**src/rtl/decode3_8_hold.sv**
```systemverilog
// Sequential 3-to-8 decoder: accepts {code, valid-flag} over a valid/ready handshake,
// holds a registered one-hot output for HOLD_CYCLES cycles, then blanks for one cycle.
module decode3_8_hold #(
  parameter int unsigned HOLD_CYCLES = 4,
  parameter int unsigned CNT_W       = 8
) (
  input  logic             clk,
  input  logic             rst_n,
  input  logic             en,
  input  logic             in_valid,
  output logic             in_ready,
  input  logic [2:0]       in_code,
  input  logic             in_y,
  output logic [7:0]       out_onehot,
  output logic             out_active,
  output logic             busy,
  output logic [CNT_W-1:0] zero_cnt
);

  typedef enum logic [1:0] {
    IDLE = 2'd0,
    HOLD = 2'd1,
    GAP  = 2'd2
  } state_t;

  localparam logic [7:0] TIMER_LOAD = 8'(HOLD_CYCLES - 1);

  state_t           state_q, state_d;
  logic [7:0]       timer_q, timer_d;
  logic [7:0]       onehot_q, onehot_d;
  logic             active_q, active_d;
  logic [CNT_W-1:0] zero_cnt_q, zero_cnt_d;
  logic             accept;

  assign in_ready = en & (state_q == IDLE);
  assign accept   = in_valid & in_ready;

  always_comb begin
    state_d    = state_q;
    timer_d    = timer_q;
    onehot_d   = onehot_q;
    active_d   = active_q;
    zero_cnt_d = zero_cnt_q;
    case (state_q)
      IDLE: begin
        if (accept) begin
          if (in_y) begin
            onehot_d = 8'b1 << in_code;
            active_d = 1'b1;
            timer_d  = TIMER_LOAD;
            state_d  = HOLD;
          end else if (zero_cnt_q != {CNT_W{1'b1}}) begin
            zero_cnt_d = zero_cnt_q + CNT_W'(1'b1);
          end
        end
      end
      HOLD: begin
        // Abort on en=0 wins over timer expiry and skips the blank gap.
        if (!en) begin
          onehot_d = 8'h00;
          active_d = 1'b0;
          timer_d  = 8'h00;
          state_d  = IDLE;
        end else if (timer_q == 8'h00) begin
          onehot_d = 8'h00;
          active_d = 1'b0;
          state_d  = GAP;
        end else begin
          timer_d = timer_q - 8'h01;
        end
      end
      GAP: begin
        state_d = IDLE;
      end
      default: begin
        onehot_d = 8'h00;
        active_d = 1'b0;
        timer_d  = 8'h00;
        state_d  = IDLE;
      end
    endcase
  end

  always_ff @(posedge clk or negedge rst_n) begin
    if (!rst_n) begin
      state_q    <= IDLE;
      timer_q    <= 8'h00;
      onehot_q   <= 8'h00;
      active_q   <= 1'b0;
      zero_cnt_q <= '0;
    end else begin
      state_q    <= state_d;
      timer_q    <= timer_d;
      onehot_q   <= onehot_d;
      active_q   <= active_d;
      zero_cnt_q <= zero_cnt_d;
    end
  end

  assign out_onehot = onehot_q;
  assign out_active = active_q;
  assign busy       = (state_q != IDLE);
  assign zero_cnt   = zero_cnt_q;

endmodule

```
**config.mk**
```make
export PLATFORM = sky130hd
export DESIGN_NAME = decode3_8_hold
export DESIGN_NICKNAME = d
export VERILOG_FILES = /design/src/rtl/decode3_8_hold.sv
export SDC_FILE = /design/constraint.sdc
export NUM_CORES = 1
export LEC_CHECK = 0
export CORE_MARGIN = 8
export CORE_UTILIZATION = 45
export CTS_BUF_LIST = sky130_fd_sc_hd__clkbuf_8
export DETAILED_ROUTE_END_ITERATION = 7
export GPL_ROUTABILITY_DRIVEN = 0
export PLACE_DENSITY = 0.69
export SETUP_SLACK_MARGIN = 0.02
export SYNTH_ARGS = -nofsm -noshare
export SYNTH_HDL_FRONTEND = slang
export SYNTH_SLANG_ARGS = --single-unit
```
**constraint.sdc**
```tcl
create_clock -name clk -period 2.7 [get_ports clk]
set_input_delay 0.405 -clock clk [delete_from_list [all_inputs] [get_ports clk]]
set_output_delay 0.405 -clock clk [all_outputs]
set_load 0.01 [all_outputs]
```
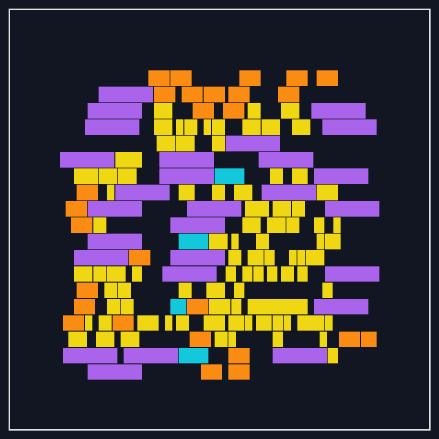
run_1/placement_by_type.png
(6 px per um)
cyan -> clock drivers and dummy loads  # cells 4, share of their area 3.0%
orange -> remaining buffers and delay cells  # cells 27, share of their area 17%
purple -> sequential cells  # cells 27, share of their area 42%
yellow -> combinational and other logic  # cells 87, share of their area 38%

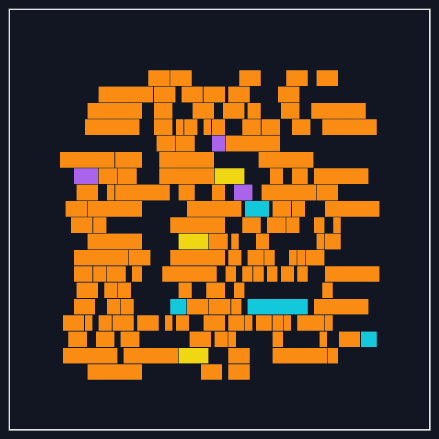
run_1/sizes.png
(6 px per um)
purple -> _2 cells  # cells 3, share 2.1%
cyan -> _3 and _4 cells  # cells 4, share 2.8%
yellow -> _6 and larger  # cells 3, share 2.1%, most used clkbuf_8
orange -> _0 and _1 cells  # cells 135, share 93%, most used dfrtp_1
Worst Slack Setup Final: 0.5986 ns
Plain + repair buffers: 27

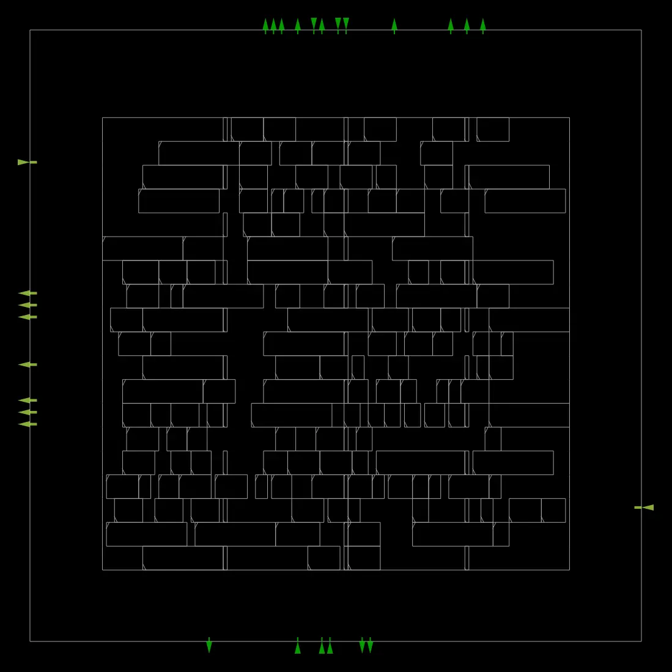
run_1/placement.png
FF+latch count: 27
number of standard cells in the layout, taps in and fillers out: 176
Fillers: 247
Row Count: 19
count of inserted tapcells: 31

==> flow_metrics.env, run 1 <==
# implementation run metrics
export IMPL_power_frac_clock_pct=22.4
export IMPL_placeable_area_sq_mm=0.002758
export IMPL_cts_tree="done"
export IMPL_max_slew_margin_vs_limit_pct=57.75
export IMPL_cts_root_buf="sky130_fd_sc_hd__clkbuf_8"
export IMPL_min_delay_path_class="primary input to asynchronous set/reset pin"
export IMPL_avgSynthCellArea_sq_um=11.06
export IMPL_chip_area_sq_mm=0.004879
export IMPL_outcome="finished, final reports clean"
export IMPL_pwr_cell_area_mw_per_mm2=610.3
export IMPL_postSynthNetCount=128
export IMPL_timing_max_cap_violations=0
export IMPL_numClockSinks=27
export IMPL_crit_path_start_kind="register"
export IMPL_synth_top_area_share_pct=51.77
export IMPL_final_max_slew_viol_count=0
export IMPL_groute_usage_overall_pct=11.16
export IMPL_critical_path_arrival_ns=1.70
export IMPL_critical_path_max_stage_delay_ns=0.53
export IMPL_cp_end_kind="output pin"
export IMPL_clock_fmax_mhz=475.9
export IMPL_die_size_x_um=69.85
export IMPL_chip_area_yosys_sq_mm=0.001305
export IMPL_crit_required_ns=2.30
export IMPL_timing_final_crit_share_pct=77.83
export IMPL_drt_vias_per_instance=5.625
export IMPL_grt_overflow=0
export IMPL_top_power_group="sequential cells"
export IMPL_buffer_ports_inserted=26
export IMPL_clock_tree_buffer_depth=2
export IMPL_final_setup_viol_count=0
export IMPL_cts_reportedPaths_clkPinSlew_ns=0.09
## run 1: layer usage
metal  share of wire [%]  routed length (um)
met1                  45                1198
met2                  49                1291
met3                 4.5                 120
met4                 1.9                  50
met5                   0                   0
## run 1: worst max-delay path, delay by kind of cell, from the launching register on
family	cells	cell delay, ns
buffers and inverters	1	0.53
AND/OR/NAND/NOR	2	0.40
flip-flops	1	0.49
## run 1: metrics by stage
step | hold slack, ns | power [mW] | instance area [sq um] | utilization, % | cells
after floorplan | 0.1094 | 0.6489 | 1305 | - | 118
after global placement | 0.4782 | 0.7807 | 1593 | 57.76 | 172
after detailed placement | 0.4817 | 0.7876 | 1593 | 57.76 | 172
after CTS | 0.4955 | 1.023 | 1642 | 59.53 | 176
after global routing | 0.5196 | 1.072 | 1642 | 59.53 | 176
final | 0.4958 | 1.002 | 1642 | 59.53 | 176
## run 1: flip-flops by register name (all words and copies together) (netlist names)
| signal | count |
|---|---|
| out_active | 1 |
| out_onehot | 8 |
| state_q | 2 |
| timer_q | 8 |
| zero_cnt | 8 |
## run 1: cells by family (layout without fill, tap and decap cells)
group | Yosys count | in the layout | synth area share (%)
fa+ha+maj | 2 | 2 | 1.917
compound gates | 30 | 30 | 18.12
buf+inv | 10 | 37 | 3.163
xor+xnor | 7 | 7 | 4.698
mux | 1 | 1 | 0.8628
flops | 27 | 27 | 51.77
simple gates | 41 | 41 | 19.46
## run 1: cells in the final DEF (no fill, tap or decap), types with 2 or more instances in the layout
master and instances:
sky130_fd_sc_hd__nor3_1 3, sky130_fd_sc_hd__o21ai_0 3, sky130_fd_sc_hd__o2bb2ai_1 8, sky130_fd_sc_hd__and3_1 2
sky130_fd_sc_hd__nand2b_1 6, sky130_fd_sc_hd__and2_1 2, sky130_fd_sc_hd__a21oi_1 4, sky130_fd_sc_hd__or3_1 2
sky130_fd_sc_hd__nor2_1 3, sky130_fd_sc_hd__xnor2_1 6, sky130_fd_sc_hd__nand4_1 5, sky130_fd_sc_hd__clkdlybuf4s50_1 26
sky130_fd_sc_hd__nand2_1 6, sky130_fd_sc_hd__ha_1 2, sky130_fd_sc_hd__clkbuf_8 3, sky130_fd_sc_hd__o211ai_1 2
sky130_fd_sc_hd__inv_1 6, sky130_fd_sc_hd__o21ai_1 3, sky130_fd_sc_hd__dfrtp_1 27
## run 1: cell type report
class                           count  area (sq um)  share of cell area (%)
Timing Repair Buffer               27         267.8                   16.31
Clock inverter                      1         7.507                  0.4573
Tap cell                           31         38.79                   2.363
Sequential cell                    27         675.6                   41.16
Multi-Input combinational cell     81         588.1                   35.82
Clock buffer                        3         41.29                   2.515
Inverter                            6         22.52                   1.372
## run 1: path summary, 6_finish.rpt
check / slack [ns] / cells past startpoint / start / end
worst max register to register: 0.67 / 6 / timer_q[0] / out_active
min in group clk: 0.50 / 1 / out_onehot[7] / out_onehot[7]
max in group asynchronous: 1.95 / 2 / rst_n / zero_cnt[4]
worst max-delay path: 0.60 / 3 / state_q[0] / in_ready
worst min register to register: 0.50 / 1 / out_onehot[7] / out_onehot[7]
worst min-delay path: 0.50 / 2 / rst_n / timer_q[2]
==> run 1 -> run 2 <==
--- a/config.mk
+++ b/config.mk
@@ -10,7 +10,7 @@
 export CTS_BUF_LIST = sky130_fd_sc_hd__clkbuf_8
 export DETAILED_ROUTE_END_ITERATION = 7
 export GPL_ROUTABILITY_DRIVEN = 0
-export PLACE_DENSITY = 0.69
+export PLACE_DENSITY = 0.71
 export SETUP_SLACK_MARGIN = 0.02
 export SYNTH_ARGS = -nofsm -noshare
 export SYNTH_HDL_FRONTEND = slang
==> constraint.sdc (replaced) <==
create_clock -name clk -period 1.74 [get_ports clk]
set_input_delay 0.261 -clock clk [delete_from_list [all_inputs] [get_ports clk]]
set_output_delay 0.261 -clock clk [all_outputs]
set_load 0.01 [all_outputs]
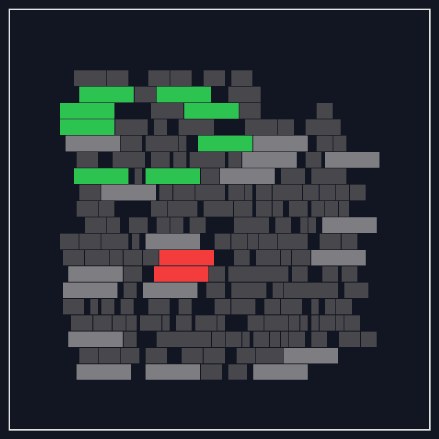
run_2/flops_by_reg.png
(6 px per um) Other sequential cells in the stronger grey, the rest of the logic in the fainter grey.
green -> out_onehot  # placed flops 8
red -> state_q  # placed flops 2
not coloured = 17

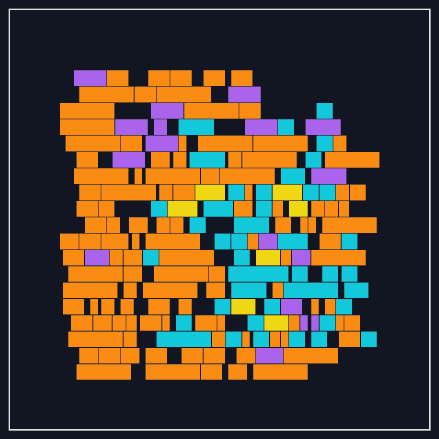
run_2/sizes.png
(6 px per um)
cyan -> _3 and _4 cells  # cells 41, share 23%, most used buf_4
orange -> _0 and _1 cells  # cells 113, share 63%, most used dfrtp_1
purple -> _2 cells  # cells 17, share 9.6%, most used o2bb2ai_2
yellow -> _6 and larger  # cells 7, share 3.9%
Area growth syn-to-layout: 57.81%
Plain + repair buffers: 59
Worst Slack Setup Final: -0.1299 ns

==> run 2 against run 1 <==
Effect of this change:
- the flow now finishes with violations (setup timing)
- synthesized area is the same
- clock skew increased by 0.0030 ns
- sequential cell count did not move
- non-clock buffer count rose by 32
- largest power group unchanged
- highest routed layer unchanged
==> flow_metrics.env, run 2 <==
# implementation run metrics
export IMPL_outcome="finished, violations left"
export IMPL_violations="setup timing"
export IMPL_num_rows=19
export IMPL_setup_ws_ns=-0.1299
export IMPL_layout_top_cell="sky130_fd_sc_hd__buf_4"
export IMPL_cp_end_kind="register"
export IMPL_clock_tree_buffer_depth=2
export IMPL_cts_tree="done"
export IMPL_chip_area_sq_mm=0.004879
export IMPL_timing_final_crit_share_pct=107.5
export IMPL_synth_dominant_cell_count="sky130_fd_sc_hd__dfrtp_1"
export IMPL_postSynthNetCount=128
export IMPL_pwr_cell_area_mw_per_mm2=849.9
export IMPL_numClockSinks=27
export IMPL_drt_vias_per_instance=5.608
export IMPL_chip_area_yosys_sq_mm=0.001305
export IMPL_place_area_sq_mm=0.001784
export IMPL_groute_usage_overall_pct=13.12
export IMPL_final_setup_viol_count=16
export IMPL_timing_final_hold_violations=0
export IMPL_critical_path_arrival_ns=2.08
export IMPL_design_area_sq_mm=0.002059
export IMPL_timing_max_cap_violations=0
export IMPL_clock_fmax_mhz=534.8
export IMPL_placeable_area_sq_mm=0.002758
export IMPL_avgSynthCellArea_sq_um=11.06
export IMPL_cts_reportedPaths_clkPinSlew_ns=0.11
export IMPL_buffer_ports_inserted=26
export IMPL_grt_overflow=0
export IMPL_timing_reg2reg_worst_path_depth=7
export IMPL_crit_path_start_kind="register"
export IMPL_most_frequent_cells_in_the_layout="sky130_fd_sc_hd__buf_4, sky130_fd_sc_hd__dfrtp_1, sky130_fd_sc_hd__clkdlybuf4s50_1"
export IMPL_die_size_x_um=69.85
export IMPL_synth_yosys_num_cells=118
export IMPL_final_max_slew_viol_count=0
export IMPL_internal_reg_to_reg_setup_slack_ns=-0.13
export IMPL_initial_antenna_violation_count=0
export IMPL_max_slew_margin_vs_limit_pct=71.48
run 2: cell counts after synthesis:
Identical to the previous run, type by type.
run 2: kinds of logic after synthesis:
kind of cell / after synthesis / synth area share [%]
xor+xnor: 7 / 4.698
buf+inv: 10 / 3.163
simple gates: 41 / 19.46
mux: 1 / 0.8628
compound gates: 30 / 18.12
flops: 27 / 51.77
fa+ha+maj: 2 / 1.917
run 2: routing by layer:
metal	up-vias	wire (um)
met3	6	145
met1	578	1392
li1	563	-
met2	25	1812
met5	-	0
met4	0	47
run 2: per-stage QoR:
| stage | power (mW) | hold slack (ns) | worst slack [ns] | std cells | TNS, ns |
|---|---|---|---|---|---|
| after CTS | 1.724 | 0.3530 | -0.1108 | 208 | -0.2469 |
| final | 1.750 | 0.3425 | -0.1299 | 209 | -1.012 |
| after global routing | 1.838 | 0.3772 | -0.2116 | 209 | -1.880 |
| after detailed placement | 1.288 | 0.4738 | -0.2042 | 197 | -3.505 |
| after floorplan | 1.011 | -0.03459 | -0.1028 | 118 | -0.1324 |
| after global placement | 1.278 | 0.4666 | -0.1643 | 197 | -2.364 |
run 2: layout make-up:
type / count / area (sq um) / area share, %
clock inverters: 1 / 8.758 / 0.4253
well taps: 31 / 38.79 / 1.883
flip-flops and latches: 27 / 675.6 / 32.81
clock buffers: 3 / 41.29 / 2.005
repair buffers: 59 / 516.7 / 25.09
inverters: 6 / 22.52 / 1.094
multi-input cells: 82 / 755.7 / 36.69
run 2: report_power, final:
part / internal [mW] / switching (mW)
clock: 0.168 / 0.216
sequential: 0.708 / 0.0848
combinational: 0.321 / 0.253
total: 1.20 / 0.554
run 2: critical path, stage by stage (launching register included):
cell                      delay [ns]
sky130_fd_sc_hd__dfrtp_1        0.40
sky130_fd_sc_hd__inv_2          0.09
sky130_fd_sc_hd__ha_4           0.13
sky130_fd_sc_hd__or3b_4         0.41
sky130_fd_sc_hd__o32ai_4        0.45
sky130_fd_sc_hd__buf_4          0.20
sky130_fd_sc_hd__nor3_2         0.04
sky130_fd_sc_hd__a21oi_1        0.10
run 2: what timing repair did:
| action | in CTS | in global routing |
|---|---|---|
| setup buffers | 6 | 1 |
| pin swaps | 9 | 6 |
| cloned | 1 | 0 |
| setup endpoints to repair | 20 | 22 |
| gates resized | 19 | 14 |
| hold buffers | 0 | 0 |
run 2: worst max-delay path by stage:
stage,end,slack (ns),cells after the start
final,timer_q[1],-0.13,7
after global routing,timer_q[1],-0.21,7
after CTS,timer_q[6],-0.11,6
after detailed placement,zero_cnt[1],-0.20,4
after global placement,zero_cnt[1],-0.16,4
after floorplan,timer_q[6],-0.10,7
Power is estimated from default activity; no workload was simulated.
